Fig. 1: run 1, where the registers sit
Other sequential cells in the stronger gray, the rest of the logic in the fainter gray.
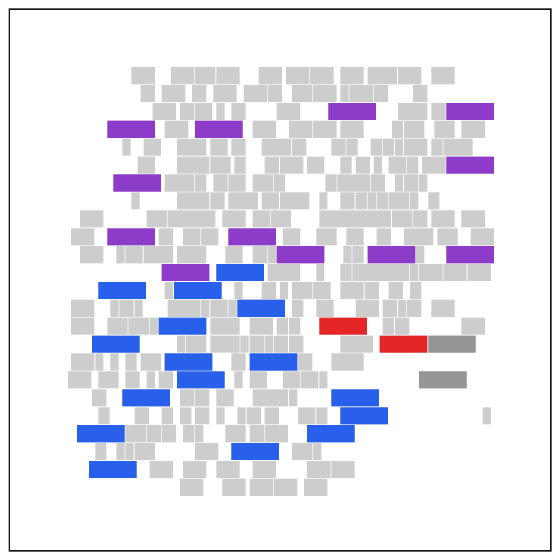
Fig. 2: run 1, gate-type map
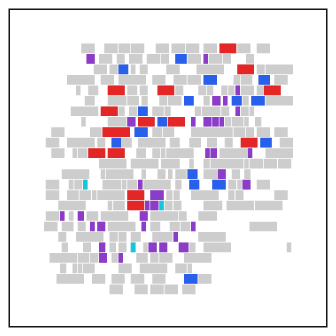
Fig. 3: run 1, congestion heat map
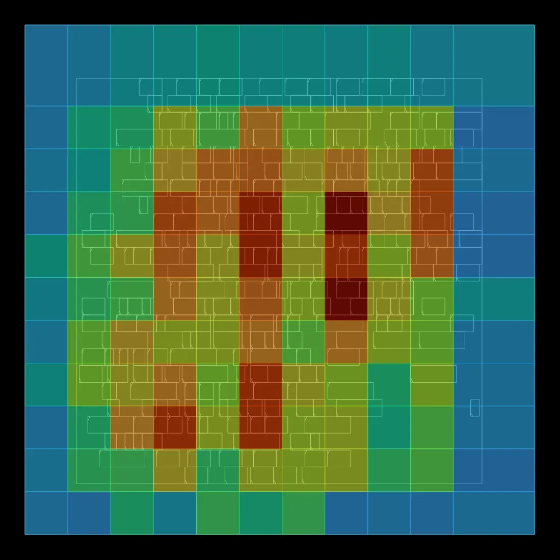
Fig. 4: run 1, M3 wires
Scale bar: 20 um.
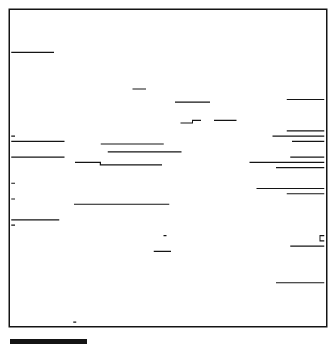
$ cat src/rtl/pc_sequencer_if.sv
// pc_sequencer_if: fetch-stage control and PC bus between the sequencer and its environment.
//   master: drives start/stall/halt_req/jump_en/branch_en/cond_flag/call_en/ret_en/jmp_sel/target
//   slave : drives lut_addr/prog_ctr/running/done/jump_cnt/stack_err
interface pc_sequencer_if #(parameter int D = 12);
    logic         start, stall, halt_req, jump_en, branch_en, cond_flag, call_en, ret_en;
    logic [5:0]   jmp_sel, lut_addr;
    logic [D-1:0] target, prog_ctr;
    logic         running, done, stack_err;
    logic [15:0]  jump_cnt;
    modport master (
        output start, stall, halt_req, jump_en, branch_en, cond_flag, call_en, ret_en, jmp_sel, target,
        input  lut_addr, prog_ctr, running, done, jump_cnt, stack_err
    );
    modport slave (
        input  start, stall, halt_req, jump_en, branch_en, cond_flag, call_en, ret_en, jmp_sel, target,
        output lut_addr, prog_ctr, running, done, jump_cnt, stack_err
    );
endinterface

$ cat src/rtl/pc_sequencer.sv
// pc_sequencer: program-counter sequencer with run/halt control, relative jumps/branches,
// saturating taken-jump counter and optional 4-deep call/return stack (macro PC_RETURN_STACK_EN).
//   Clk, Reset : clock, synchronous active-high reset
//   bus        : pc_sequencer_if slave modport (control inputs, jump-table address/offset, PC and status)
module pc_sequencer #(
    parameter int           D          = 12,
    parameter logic [D-1:0] START_ADDR = '0
) (
    input  logic Clk,
    input  logic Reset,
    pc_sequencer_if.slave bus
);
    typedef enum logic [1:0] {IDLE, RUN, HALT} state_t;
    localparam logic [D-1:0] ONE = 1;
    state_t       state_q, state_d;
    logic [D-1:0] pc_q, pc_d;
    logic [15:0]  cnt_q, cnt_d, cnt_inc;
    logic         running_q, running_d, done_q, done_d, take;
`ifdef PC_RETURN_STACK_EN
    logic [D-1:0] stk_q [4];
    logic [D-1:0] stk_d [4];
    logic [2:0]   sp_q, sp_d, sp_m1;
    logic         err_q, err_d;
    assign sp_m1 = sp_q - 3'd1;
    assign take  = bus.jump_en | (bus.branch_en & bus.cond_flag);
    assign bus.stack_err = err_q;
`else
    // Without a stack a call is just another relative jump.
    assign take  = bus.jump_en | bus.call_en | (bus.branch_en & bus.cond_flag);
    assign bus.stack_err = 1'b0;
`endif
    assign cnt_inc      = cnt_q + {15'd0, cnt_q != 16'hFFFF};
    assign bus.lut_addr = bus.jmp_sel;
    assign bus.prog_ctr = pc_q;
    assign bus.jump_cnt = cnt_q;
    assign bus.running  = running_q;
    assign bus.done     = done_q;
    always_comb begin
        state_d = state_q;
        pc_d    = pc_q;
        cnt_d   = cnt_q;
`ifdef PC_RETURN_STACK_EN
        stk_d   = stk_q;
        sp_d    = sp_q;
        err_d   = err_q;
`endif
        if (state_q != RUN) begin
            if (bus.start) begin
                state_d = RUN;
                pc_d    = START_ADDR;
                cnt_d   = '0;
`ifdef PC_RETURN_STACK_EN
                sp_d    = '0;
                err_d   = 1'b0;
`endif
            end
        end else if (!bus.stall) begin
            if (bus.halt_req)
                state_d = HALT;
`ifdef PC_RETURN_STACK_EN
            else if (bus.ret_en) begin
                // Underflow advances like a normal instruction and is not a taken jump.
                if (sp_q == 3'd0) begin
                    pc_d  = pc_q + ONE;
                    err_d = 1'b1;
                end else begin
                    pc_d  = stk_q[sp_m1[1:0]];
                    sp_d  = sp_m1;
                    cnt_d = cnt_inc;
                end
            end else if (bus.call_en) begin
                // Overflow drops the return address but still jumps.
                if (sp_q == 3'd4)
                    err_d = 1'b1;
                else begin
                    stk_d[sp_q[1:0]] = pc_q + ONE;
                    sp_d = sp_q + 3'd1;
                end
                pc_d  = pc_q + bus.target;
                cnt_d = cnt_inc;
            end
`endif
            else if (take) begin
                pc_d  = pc_q + bus.target;
                cnt_d = cnt_inc;
            end else
                pc_d = pc_q + ONE;
        end
        running_d = state_d == RUN;
        done_d    = state_d == HALT;
    end
    always_ff @(posedge Clk) begin
        if (Reset) begin
            state_q   <= IDLE;
            pc_q      <= '0;
            cnt_q     <= '0;
            running_q <= 1'b0;
            done_q    <= 1'b0;
`ifdef PC_RETURN_STACK_EN
            stk_q     <= '{default: '0};
            sp_q      <= '0;
            err_q     <= 1'b0;
`endif
        end else begin
            state_q   <= state_d;
            pc_q      <= pc_d;
            cnt_q     <= cnt_d;
            running_q <= running_d;
            done_q    <= done_d;
`ifdef PC_RETURN_STACK_EN
            stk_q     <= stk_d;
            sp_q      <= sp_d;
            err_q     <= err_d;
`endif
        end
    end
endmodule
$ cat src/flat_wrapper.sv
// flat-port wrapper written by rule: the top's interface ports become plain ports
module pc_sequencer_flat 
#(
    parameter int           D          = 12,
    parameter logic [D-1:0] START_ADDR = '0
)
  (Clk, Reset, bus_start, bus_stall, bus_halt_req, bus_jump_en, bus_branch_en, bus_cond_flag, bus_call_en, bus_ret_en, bus_jmp_sel, bus_target, bus_lut_addr, bus_prog_ctr, bus_running, bus_done, bus_jump_cnt, bus_stack_err);
  pc_sequencer_if #(.D(D)) bus_i ();
  input  logic Clk;
  input  logic Reset;
  input wire logic [$bits(bus_i.start)-1:0] bus_start;
  input wire logic [$bits(bus_i.stall)-1:0] bus_stall;
  input wire logic [$bits(bus_i.halt_req)-1:0] bus_halt_req;
  input wire logic [$bits(bus_i.jump_en)-1:0] bus_jump_en;
  input wire logic [$bits(bus_i.branch_en)-1:0] bus_branch_en;
  input wire logic [$bits(bus_i.cond_flag)-1:0] bus_cond_flag;
  input wire logic [$bits(bus_i.call_en)-1:0] bus_call_en;
  input wire logic [$bits(bus_i.ret_en)-1:0] bus_ret_en;
  input wire logic [$bits(bus_i.jmp_sel)-1:0] bus_jmp_sel;
  input wire logic [$bits(bus_i.target)-1:0] bus_target;
  output wire logic [$bits(bus_i.lut_addr)-1:0] bus_lut_addr;
  output wire logic [$bits(bus_i.prog_ctr)-1:0] bus_prog_ctr;
  output wire logic [$bits(bus_i.running)-1:0] bus_running;
  output wire logic [$bits(bus_i.done)-1:0] bus_done;
  output wire logic [$bits(bus_i.jump_cnt)-1:0] bus_jump_cnt;
  output wire logic [$bits(bus_i.stack_err)-1:0] bus_stack_err;
  assign bus_i.start = bus_start;
  assign bus_i.stall = bus_stall;
  assign bus_i.halt_req = bus_halt_req;
  assign bus_i.jump_en = bus_jump_en;
  assign bus_i.branch_en = bus_branch_en;
  assign bus_i.cond_flag = bus_cond_flag;
  assign bus_i.call_en = bus_call_en;
  assign bus_i.ret_en = bus_ret_en;
  assign bus_i.jmp_sel = bus_jmp_sel;
  assign bus_i.target = bus_target;
  assign bus_lut_addr = bus_i.lut_addr;
  assign bus_prog_ctr = bus_i.prog_ctr;
  assign bus_running = bus_i.running;
  assign bus_done = bus_i.done;
  assign bus_jump_cnt = bus_i.jump_cnt;
  assign bus_stack_err = bus_i.stack_err;
  pc_sequencer #(.D(D), .START_ADDR(START_ADDR)) u_core (.Clk(Clk), .Reset(Reset), .bus(bus_i));
endmodule
$ cat config.mk
export PLATFORM = sky130hd
export DESIGN_NAME = pc_sequencer_flat
export DESIGN_NICKNAME = d
export VERILOG_FILES = /design/src/rtl/pc_sequencer_if.sv /design/src/rtl/pc_sequencer.sv /design/src/flat_wrapper.sv
export SDC_FILE = /design/constraint.sdc
export NUM_CORES = 1
export LEC_CHECK = 0
export CAP_MARGIN = 20
export CORE_MARGIN = 8
export CORE_UTILIZATION = 45
export DETAILED_ROUTE_END_ITERATION = 8
export PLACE_DENSITY = 0.79
export SLEW_MARGIN = 15
export SYNTH_ARGS = -nofsm -noshare
export SYNTH_HDL_FRONTEND = slang
export SYNTH_SLANG_ARGS = --single-unit
$ cat constraint.sdc
create_clock -name Clk -period 7.6 [get_ports Clk]
set_input_delay 1.52 -clock Clk [delete_from_list [all_inputs] [get_ports Clk]]
set_output_delay 1.52 -clock Clk [all_outputs]
set_load 0.005 [all_outputs]
==> notes.md, run 1 <==
The flow ran to the end, and the final reports show no timing, DRC or antenna violations. Per the detail_route log, met3 wirelength is 293 um. The run gives 0.007334 ns for the maximum clock skew at final layout. Broken down by cell family, the worst path's largest delay share belongs to AND-OR/OR-AND gates. Net switching is 23.08% of the power.

The total of plain and repair buffers excluding clock buffers is 50. The run gives 0 as the antenna cell count. Per STA, the worst path is made up of clkdlybuf4s50_1 -> a211o_1 -> nand2b_1 -> ha_1 -> fa_1 -> a21o_1 -> a221oi_1 -> o21ai_1 -> xor2_1 -> a22o_1. Counting every sink on the clock net gives 32.

The cell-internal power was 313.5 uW. Per the post-CTS timing run, clock transition at the registers of the reported paths is 0.07 ns. Across the placement rows, the number of tap cells is 52. The count of buffering cells on the critical path with inverters included is 1, and the mean number of vias per cell is 5.604. Before placement the cells fill 46.04% of the core. The worst register-to-register path begins at u_core.bus.jump_cnt[6]. Among all cell types in the netlist, the one instantiated most often is dfxtp_1. Per the OpenROAD floorplan log, the area of the core is 4264 sq um. The type recorded for the worst min-delay path is reg2reg. For the cell count after synthesis, the log shows 230. Per the synth stats, the flop cell with the highest instance count is dfxtp_1. The worst setup path is captured at a flip-flop. Transition time of the tightest slew-check pin: 0.7236 ns. In the final design, more cell area goes to logic gates than to any other class. The fraction of area in clock buffers and inverters was 4.908%. In this run, synthesis produced a sequential element count of 32. Once the clock tree was built, the resizer swapped 0 gates to a different size. The area of the chip is 6732 sq um. For this run, combinational gates with multiple inputs come to 181. The tools report the number of hold-repair buffers added at the cts stage as 0. The analysis attributes to cell leakage a power of 0.0009843 uW. In this run the remaining antenna-violating nets after routing total 0. The largest share of the power goes to the clock network. The run gives 4.166 ns for the final period demand of the worst path. Overall overflow remaining after global route: 0. The highest-delay cell along the critical path was a221oi_1. By instance count after routing, the leading logic cell types are clkdlybuf4s50_1, dfxtp_1, nor2_1. In the log, the iteration count for the first detailed-route pass is 5. The buffer_ports step reported a buffer count of 50.

Counting pins that exceed their max-slew limit in the final report gives 0. After synthesis, flip-flops and latches occupy 32.63% of the total area. In this run the cell area of the synthesized design comes to 1963 sq um. The maximum frequency from static timing analysis was 0.2400 GHz.

The worst path meets setup with 3.434 ns of slack. The yosys stat chip area is 1963 sq um, and the depth of the worst register-to-register path is 10. The script parses the final routing iteration and logs DRC violations as 0. The number of placed I/O pins came out at 65. The kind of start point of the critical path was an input pin. The total half-perimeter wirelength after legalization and detailed placement is 3688 um.
## Picture notes: Fig. 1
color	signal	sequential cells
blue	u_core.bus.jump_cnt	16
purple	u_core.bus.prog_ctr	12
red	u_core.state_q	2
not colored	2
proportion of cell area occupied by registers: 24.88%
core occupancy in the finished layout: 60.39%
total sequential power: 173 uW
register area: 640.6 sq um

## Picture notes: Fig. 2
color	family	cells
cyan	inverters	3
blue	AND-OR and OR-AND gates	16
purple	NAND gates	34
red	adder and majority cells	14
fraction of area in multi-input gates: 47.81%
most used logic cell in the final layout: clkdlybuf4s50_1
Finished Layout Cells: 326

## Picture notes: Fig. 3
GR Util met1: 18.82%
met3 track demand over resource in global routing: 3.829%
layer carrying the most global-route usage: met2
GRT Util Overall: 15.76%

## Picture notes: Fig. 4
main direction	horizontal
nets with wire on the layer	28
share of all routed wire	5.9%
wire length on this layer	293 um
longest straight run	24.4 um
routed wire length: 4959 um
total via count after detailed routing: 1,827

==> inputs of run 2 (changes only) <==
CORE_UTILIZATION = 41   (was 45)
PLACE_DENSITY = 0.76   (was 0.79)
clock period = 3.4 ns   (was 7.6 ns; I/O delays follow)
==> notes.md, run 2 <==
The run gives 54 as the number of tapcells. The run gives 1963 sq um for the post-synth design cell area. Maximum frequency from static timing analysis: 0.3391 GHz.

Once routing completed, OpenROAD measured the worst setup slack at 0.4509 ns. The largest part of the power goes to registers. The fraction of area in clock buffers and inverters is 4.246%. Non-clock buffers in the final layout number 58.

After detailed routing, the number of remaining DRC violations is 0. The clock transition time at the flip-flop clock pins of the worst setup and hold paths was 0.07 ns. The first detailed-routing pass ran for 4 iterations. The flow ran to the end, and the final reports show no timing, DRC or antenna violations. Counting every instance in the synthesized netlist gives 230. The number of gates resized after CTS was 0. Of the total standard cell area in the layout, the sequential portion is 24.43%.

Utilization of the core after routing: 56.27%. The floorplan step defined a die boundary enclosing 7258 sq um. Busiest layer in global routing: met2. For the worst flop-to-flop path, the logic depth is 11. The run gives 0.001012 uW as the static leakage.

Highest-delay cell along the critical path: fa_1. The kind of start point of the critical path was an input pin. The most common cell in the netlist was dfxtp_1. For the yosys stat chip area, the log shows 1963 sq um. The prevailing post-synth register cell was dfxtp_1. The count of nets left with antenna violations once routing finished came out at 0. The cell sequence reported for the critical path is clkdlybuf4s50_1 -> a211o_1 -> and2_1 -> fa_1 -> a21o_1 -> a221oi_1 -> buf_4 -> o21ai_1 -> xor2_1 -> a22o_1.

The met3 layer wire length in the routed design is 238 um. The total half-perimeter wirelength after legalization and detailed placement is 3718 um. With the mean number of vias per cell at 5.470, the tally of buffers added on design ports is 50. Global routing used 13.44% of the available tracks.

In the layout the commonest cells are clkdlybuf4s50_1, dfxtp_1, nor2_1. The tools report the starting density of the core as 42.12%. The tools report the number of cells in the finished layout apart from fillers as 336.

For this design the top-level I/O count stands at 65. According to the hold report, the worst path is of the reg2reg type. The number of clock sinks seen by CTS came out at 32. Multi-input gates account for 46.95% of the area.

Cell internal power was estimated by the tool at 664.1 uW. The flop and latch count out of synthesis is 32, and the area of the placeable core is 4661 sq um. Sequential cells consume a total of 386 uW. The final period demand of the worst path came out at 2.949 ns. The antenna cell count came out at 0.

Largest delay contributor family on the critical path: AND-OR/OR-AND gates. The worst setup path is captured at a flip-flop. The maximum clock skew at final layout came out at 0.005815 ns.
Fig. 5: run 2, M3 wires
Scale bar: 20 um.
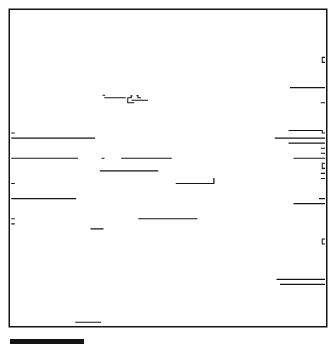
share of all routed wire	4.9%
longest straight run	22.3 um
nets with wire on the layer	33
wire length on this layer	239 um
met3 track demand over resource in global routing: 3.861%
total via count after detailed routing: 1,838
routed wire length: 4846 um

No activity file was given, so power comes from the tool's default toggle rates.
